--- src/rtl/flash_read_arbiter.sv ---
// flash_read_arbiter
//
// Shares one SPI flash word-read engine between two 16-bit requesters:
// port 0 (CPU instruction fetch) and port 1 (loader/debug data). Requests are
// arbitrated round-robin. Each grant runs one flash read. The result returns on
// a per-port one-cycle strobe. A watchdog aborts a read that never completes.
//
// Ports:
//   clk, reset               system clock, asynchronous active-high reset
//   reqN_valid/addr/ready    request handshake, word address (N = 0, 1)
//   respN_valid              one-cycle response strobe for port N
//   resp_data, resp_err      shared response word; err flags a timed-out read
//   flash_reset              holds the engine idle while high
//   flash_addr               byte address presented to the engine
//   flash_ready, flash_rdata engine done pulse and its data
//   busy                     high whenever a transfer is in progress

module flash_read_arbiter #(
  parameter logic [23:0] BASE_ADDR = 24'h100000,
  parameter int unsigned TIMEOUT   = 1023
) (
  input  logic        clk,
  input  logic        reset,
  input  logic        req0_valid,
  input  logic [14:0] req0_addr,
  output logic        req0_ready,
  output logic        resp0_valid,
  input  logic        req1_valid,
  input  logic [14:0] req1_addr,
  output logic        req1_ready,
  output logic        resp1_valid,
  output logic [15:0] resp_data,
  output logic        resp_err,
  output logic        flash_reset,
  output logic [23:0] flash_addr,
  input  logic        flash_ready,
  input  logic [15:0] flash_rdata,
  output logic        busy
);

  // The counter never needs to exceed TIMEOUT-1: RUN is left on that value.
  localparam int unsigned    CntW    = $clog2(TIMEOUT);
  localparam logic [CntW-1:0] CntLast = CntW'(TIMEOUT - 1);

  typedef enum logic [1:0] {StIdle, StRun, StGap} state_e;

  state_e            state_q, state_d;
  logic              grant_q, grant_d;
  logic              last_grant_q, last_grant_d;
  logic [CntW-1:0]   cnt_q, cnt_d;
  logic [23:0]       addr_q, addr_d;
  logic              frst_q, frst_d;
  logic [15:0]       data_q, data_d;
  logic              err_q, err_d;
  logic              v0_q, v0_d;
  logic              v1_q, v1_d;
  logic              acc0, acc1;
  logic [14:0]       sel_addr;

  always_comb begin
    state_d      = state_q;
    grant_d      = grant_q;
    last_grant_d = last_grant_q;
    cnt_d        = cnt_q;
    addr_d       = addr_q;
    frst_d       = frst_q;
    data_d       = data_q;
    err_d        = err_q;
    v0_d         = 1'b0;
    v1_d         = 1'b0;
    acc0         = 1'b0;
    acc1         = 1'b0;
    sel_addr     = req0_addr;

    unique case (state_q)
      StIdle: begin
        // On a tie the port that did not win last time gets the grant.
        acc0 = req0_valid && (!req1_valid || last_grant_q);
        acc1 = req1_valid && (!req0_valid || !last_grant_q);
        if (acc1) begin
          sel_addr = req1_addr;
        end
        if (acc0 || acc1) begin
          grant_d      = acc1;
          last_grant_d = acc1;
          // Word to byte address; the 24-bit sum wraps on overflow.
          addr_d       = BASE_ADDR + {8'd0, sel_addr, 1'b0};
          frst_d       = 1'b0;
          cnt_d        = '0;
          state_d      = StRun;
        end
      end
      StRun: begin
        cnt_d = cnt_q + CntW'(1);
        // A done pulse on the timeout cycle still returns real data.
        if (flash_ready || (cnt_q == CntLast)) begin
          data_d  = flash_ready ? flash_rdata : 16'hFFFF;
          err_d   = !flash_ready;
          v0_d    = !grant_q;
          v1_d    = grant_q;
          frst_d  = 1'b1;
          state_d = StGap;
        end
      end
      StGap: begin
        state_d = StIdle;
      end
      default: begin
        state_d = StIdle;
      end
    endcase
  end

  always_ff @(posedge clk or posedge reset) begin
    if (reset) begin
      state_q      <= StIdle;
      grant_q      <= 1'b0;
      last_grant_q <= 1'b1;
      cnt_q        <= '0;
      addr_q       <= BASE_ADDR;
      frst_q       <= 1'b1;
      data_q       <= 16'h0000;
      err_q        <= 1'b0;
      v0_q         <= 1'b0;
      v1_q         <= 1'b0;
    end else begin
      state_q      <= state_d;
      grant_q      <= grant_d;
      last_grant_q <= last_grant_d;
      cnt_q        <= cnt_d;
      addr_q       <= addr_d;
      frst_q       <= frst_d;
      data_q       <= data_d;
      err_q        <= err_d;
      v0_q         <= v0_d;
      v1_q         <= v1_d;
    end
  end

  assign req0_ready  = acc0;
  assign req1_ready  = acc1;
  assign resp0_valid = v0_q;
  assign resp1_valid = v1_q;
  assign resp_data   = data_q;
  assign resp_err    = err_q;
  assign flash_reset = frst_q;
  assign flash_addr  = addr_q;
  assign busy        = (state_q != StIdle);

endmodule
--- config.mk ---
export PLATFORM = sky130hd
export DESIGN_NAME = flash_read_arbiter
export DESIGN_NICKNAME = d
export VERILOG_FILES = /design/src/rtl/flash_read_arbiter.sv
export SDC_FILE = /design/constraint.sdc
export NUM_CORES = 1
export LEC_CHECK = 0
export CORE_MARGIN = 3
export CORE_UTILIZATION = 50
export DETAILED_ROUTE_END_ITERATION = 7
export DONT_BUFFER_PORTS = 1
export SLEW_MARGIN = 20
export SYNTH_ARGS = -nofsm -noshare
export SYNTH_HDL_FRONTEND = slang
export SYNTH_SLANG_ARGS = --single-unit
--- constraint.sdc ---
create_clock -name clk -period 1.81 [get_ports clk]
set_clock_uncertainty 0.05 [all_clocks]
set_input_delay 0.2715 -clock clk [delete_from_list [all_inputs] [get_ports clk]]
set_output_delay 0.2715 -clock clk [all_outputs]
set_load 0.005 [all_outputs]
==> Slide: Implementation Results, run 1 <==
Flow Results at a Glance

Pwr
  • IR drop worst, VDD: 0.715 mV
  • Static power due to leakage: 1.23 nW

GRT
  • Global-route wire length before repair: 9020 µm
  • Number of antenna violations at the first check in global routing: 0
  • Pin count of the biggest net entering global routing: 22
  • Number of global-route vias before repair: 1864

Clock tree
  • Post-CTS Setup Repair Bufs: 0
  • CTS hold repair buffers: 3
  • Root buffer cell: sky130_fd_sc_hd__clkbuf_8
  • Insertion delay to the later sink of the worst-skew pair: 300 ps

Critical path
  • Startpoint Class: register
  • Critical Path End Type: output port
  • CP arrival: 1400 ps
  • Critical path's largest stage delay: 490 ps
  • Maximum net fanout on the critical path: 16
  • Worst Reg-to-Reg Cells: 6
  • Reg-to-reg critical path startpoint: cnt_q[0]

Final layout
  • Layout Utilization: 0.570
  • Total Nets Final: 318
  • Proportion of layout cells with a drive suffix above 1: 0.132

Place
  • Placed cells: 322
  • Area post-placement: 2620 µm²

Final timing
  • FMAX: 0.579 GHz
  • Count of pins over their slew limit: 0
  • Shortest period the worst path allows: 1730 ps
  • Final Hold Violation Tally: 0

Logic synthesis
  • Flip-flop and latch count after synthesis: 49
  • Most frequent cell after synthesis: sky130_fd_sc_hd__dfrtp_1
  • Synthesis Warnings: 0
  • Fa+ha+maj area frac: 0.00980
  • Fraction of the yosys area taken by sequential cells: 0.481
  • AND-OR/OR-AND Cells, Area Fraction: 0.185
  • Synth top cells by count: sky130_fd_sc_hd__dfrtp_1 (47), sky130_fd_sc_hd__o21ai_0 (38), sky130_fd_sc_hd__inv_1 (22), sky130_fd_sc_hd__nor2_1 (20), sky130_fd_sc_hd__mux2i_1 (19)
  • Area fraction in mux cells: 0.0745

Routing
  • DR vias/cell: 5.55

Min path
  • Launch instance of the worst min-delay path: req1_valid

Floorplan
  • Number of top-level pins: 98
  • Core area: 4820 µm²
  • Floorplan utilization: 0.530
  • Horizontal die dimension: 77.5 µm

Outcome
  • Outcome: complete, no violations
[run 1: flip-flops by register name (all words and copies together) (netlist names)]
register	flops
resp1_valid	1
flash_reset	1
resp_data	16
grant_q	1
last_grant_q	1
resp0_valid	1
state_q	2
flash_addr	15
cnt_q	10
resp_err	1
[run 1: where the power goes]
part / switching [mW] / total [mW] / internal [mW] / leakage, nW
Sequential: 0.439 / 2.00 / 1.56 / 0.614
Combinational: 0.799 / 1.39 / 0.590 / 0.561
Clock: 0.363 / 0.673 / 0.310 / 0.0512
Total: 1.60 / 4.06 / 2.46 / 1.23
[run 1: final cells by class]
cell class              instances  area share
clock buffers                   6      0.0301
multi-input cells             169       0.400
well taps                      67      0.0305
inverters                      22      0.0301
repair buffers                 18      0.0565
clock inverters                 2     0.00501
flip-flops and latches         49       0.448
Run 1, signal wires on met1:
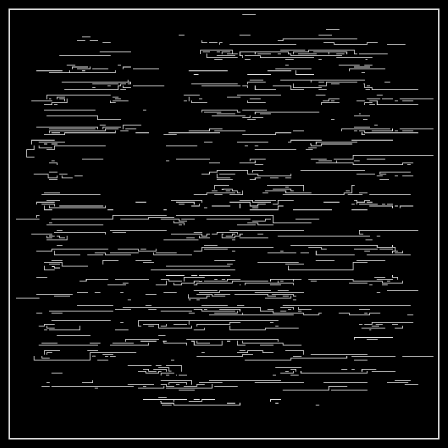
main direction: horizontal
wire length on this layer: 2410 µm
share of all routed wire: 45%
met1 Resource Use GR: 0.252
Routed Wire Length: 5290 µm

Run 1, signal wires on met2:
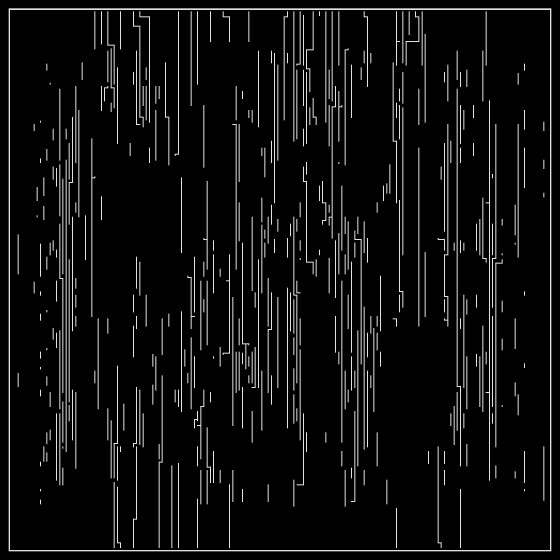
main direction: vertical
share of all routed wire: 47%
longest straight run: 54.4 µm
wire length on this layer: 2480 µm
met2 routing resource usage after global routing: 0.304
vias after detailed routing: 1848

Run 1, signal wires on met3:
Scale bar: 20 µm.
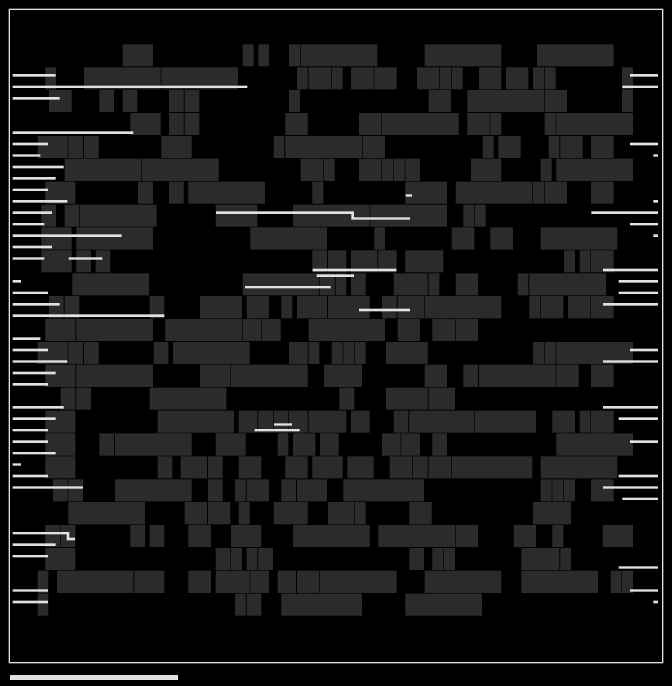
wire length on this layer: 368 µm
share of all routed wire: 7.0%
longest straight run: 27.6 µm
main direction: horizontal

==> run 1 -> run 2 <==
--- a/config.mk
+++ b/config.mk
@@ -5,6 +5,8 @@
 export SDC_FILE = /design/constraint.sdc
 export NUM_CORES = 1
 export LEC_CHECK = 0
+export CAP_MARGIN = 10
+export CORE_ASPECT_RATIO = 1.5
 export CORE_MARGIN = 3
 export CORE_UTILIZATION = 50
 export DETAILED_ROUTE_END_ITERATION = 7
Run 2, signal wires on met2:
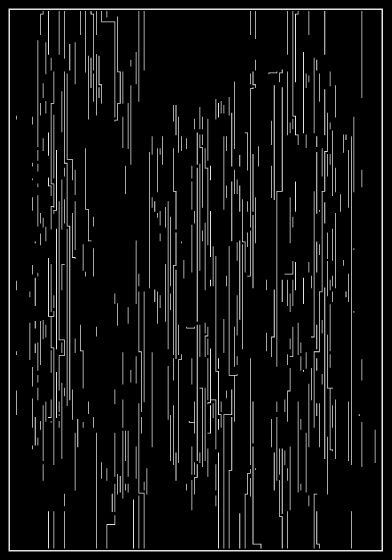
longest straight run: 56.8 µm
nets with wire on the layer: 268

==> Slide: Implementation Results, run 2 <==
Flow Results at a Glance

Logic synthesis
  • AND-OR/OR-AND Cells, Area Fraction: 0.185 (unchanged)
  • Synthesis Warnings: 0 (unchanged)
  • Synth top cells by count: sky130_fd_sc_hd__dfrtp_1 (47), sky130_fd_sc_hd__o21ai_0 (38), sky130_fd_sc_hd__inv_1 (22), sky130_fd_sc_hd__nor2_1 (20), sky130_fd_sc_hd__mux2i_1 (19)
  • Fa+ha+maj area frac: 0.00980 (unchanged)
  • Fraction of the yosys area taken by sequential cells: 0.481 (unchanged)
  • Flip-flop and latch count after synthesis: 49 (unchanged)
  • Area fraction in mux cells: 0.0745 (unchanged)

GRT
  • Number of global-route vias before repair: 1869 (+0.27%)
  • Number of antenna violations at the first check in global routing: 0 (unchanged)
  • Met2 routing resource usage after global routing: 0.342 (+0.0383)
  • Pin count of the biggest net entering global routing: 32 (+45%)
  • Met1 Resource Use GR: 0.215 (-0.0369)
  • Global-route wire length before repair: 9070 µm (+0.53%)

Critical path
  • Critical path's largest stage delay: 600 ps (+110 ps)
  • Reg-to-reg critical path startpoint: cnt_q[0]
  • Worst Reg-to-Reg Cells: 6 (unchanged)
  • Startpoint Class: register

Pwr
  • Net Sw Frac: 0.380 (-0.0146)
  • Sequential share of power: 0.476 (-0.016)
  • Static power due to leakage: 1.23 nW (+0.65%)
  • Net load switching power: 1.59 mW (-0.42%)
  • Group with the largest share of power: registers
  • IR drop worst, VDD: 0.702 mV (-1.8%)
  • Cell internal pwr: 2.60 mW (+5.9%)
  • Clock network power consumption: 803 µW (+19%)
  • Clock network fraction of design power: 0.191 (+0.025)
  • Combinational fraction of design power: 0.333 (-0.009)

Floorplan
  • Horizontal die dimension: 64.4 µm (-17%)
  • Floorplan utilization: 0.523 (-0.00760)

Routing
  • DR vias/cell: 5.70 (+2.7%)
  • Routed Wire Length: 5480 µm (+3.6%)

Final timing
  • Count of pins over their slew limit: 0 (unchanged)
  • Shortest period the worst path allows: 1680 ps (-43.8 ps)
  • FMAX: 0.594 GHz (+2.6%)

Clock tree
  • Post-CTS Setup Repair Bufs: 1 (+1)
  • Insertion delay to the later sink of the worst-skew pair: 300 ps (about the same)

Final layout
  • Max FFs per register: 16 (unchanged)
  • Proportion of layout cells with a drive suffix above 1: 0.117 (-0.0142)

Outcome
  • Outcome: complete, no violations

Min path
  • Launch instance of the worst min-delay path: req1_valid
Run 2, register map, names as in the netlist:
Scale bar: 20 µm. Other sequential cells in the stronger gray, the rest of the logic in the fainter gray.
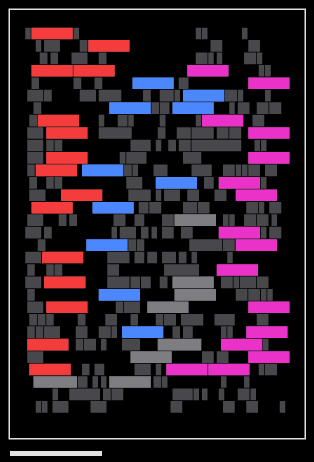
[magenta] `resp_data` | sequential cells: 16
[blue] `cnt_q` | sequential cells: 10
[red] `flash_addr` | sequential cells: 15
not colored: 8
power dissipated in sequential cells: 2.00 mW
Layout Utilization: 0.567
flip-flop and latch area: 1230 µm²
proportion of cell area occupied by registers: 0.444

-- run 2: layout make-up --
class	count	area, µm²
Fill cell	473	2120
Sequential cell	49	1230
Inverter	22	82.6
Tap cell	66	82.6
Timing Repair Buffer	16	153
Clock inverter	1	30.0
Clock buffer	7	86.3
Multi-Input combinational cell	169	1110
-- run 2: stage by stage --
step / instances / hold WS, ps / utilization / instance area (µm²)
final: 330 / 75.1 / 0.567 / 2770
after global routing: 330 / 72.1 / 0.567 / 2770
after CTS: 330 / 67.2 / 0.566 / 2770
after detailed placement: 318 / 141 / 0.533 / 2600
after global placement: 318 / 146 / 0.533 / 2600
after floorplan: 267 / 291 / - / 2580
No activity file was given, so power comes from the tool's default toggle rates.
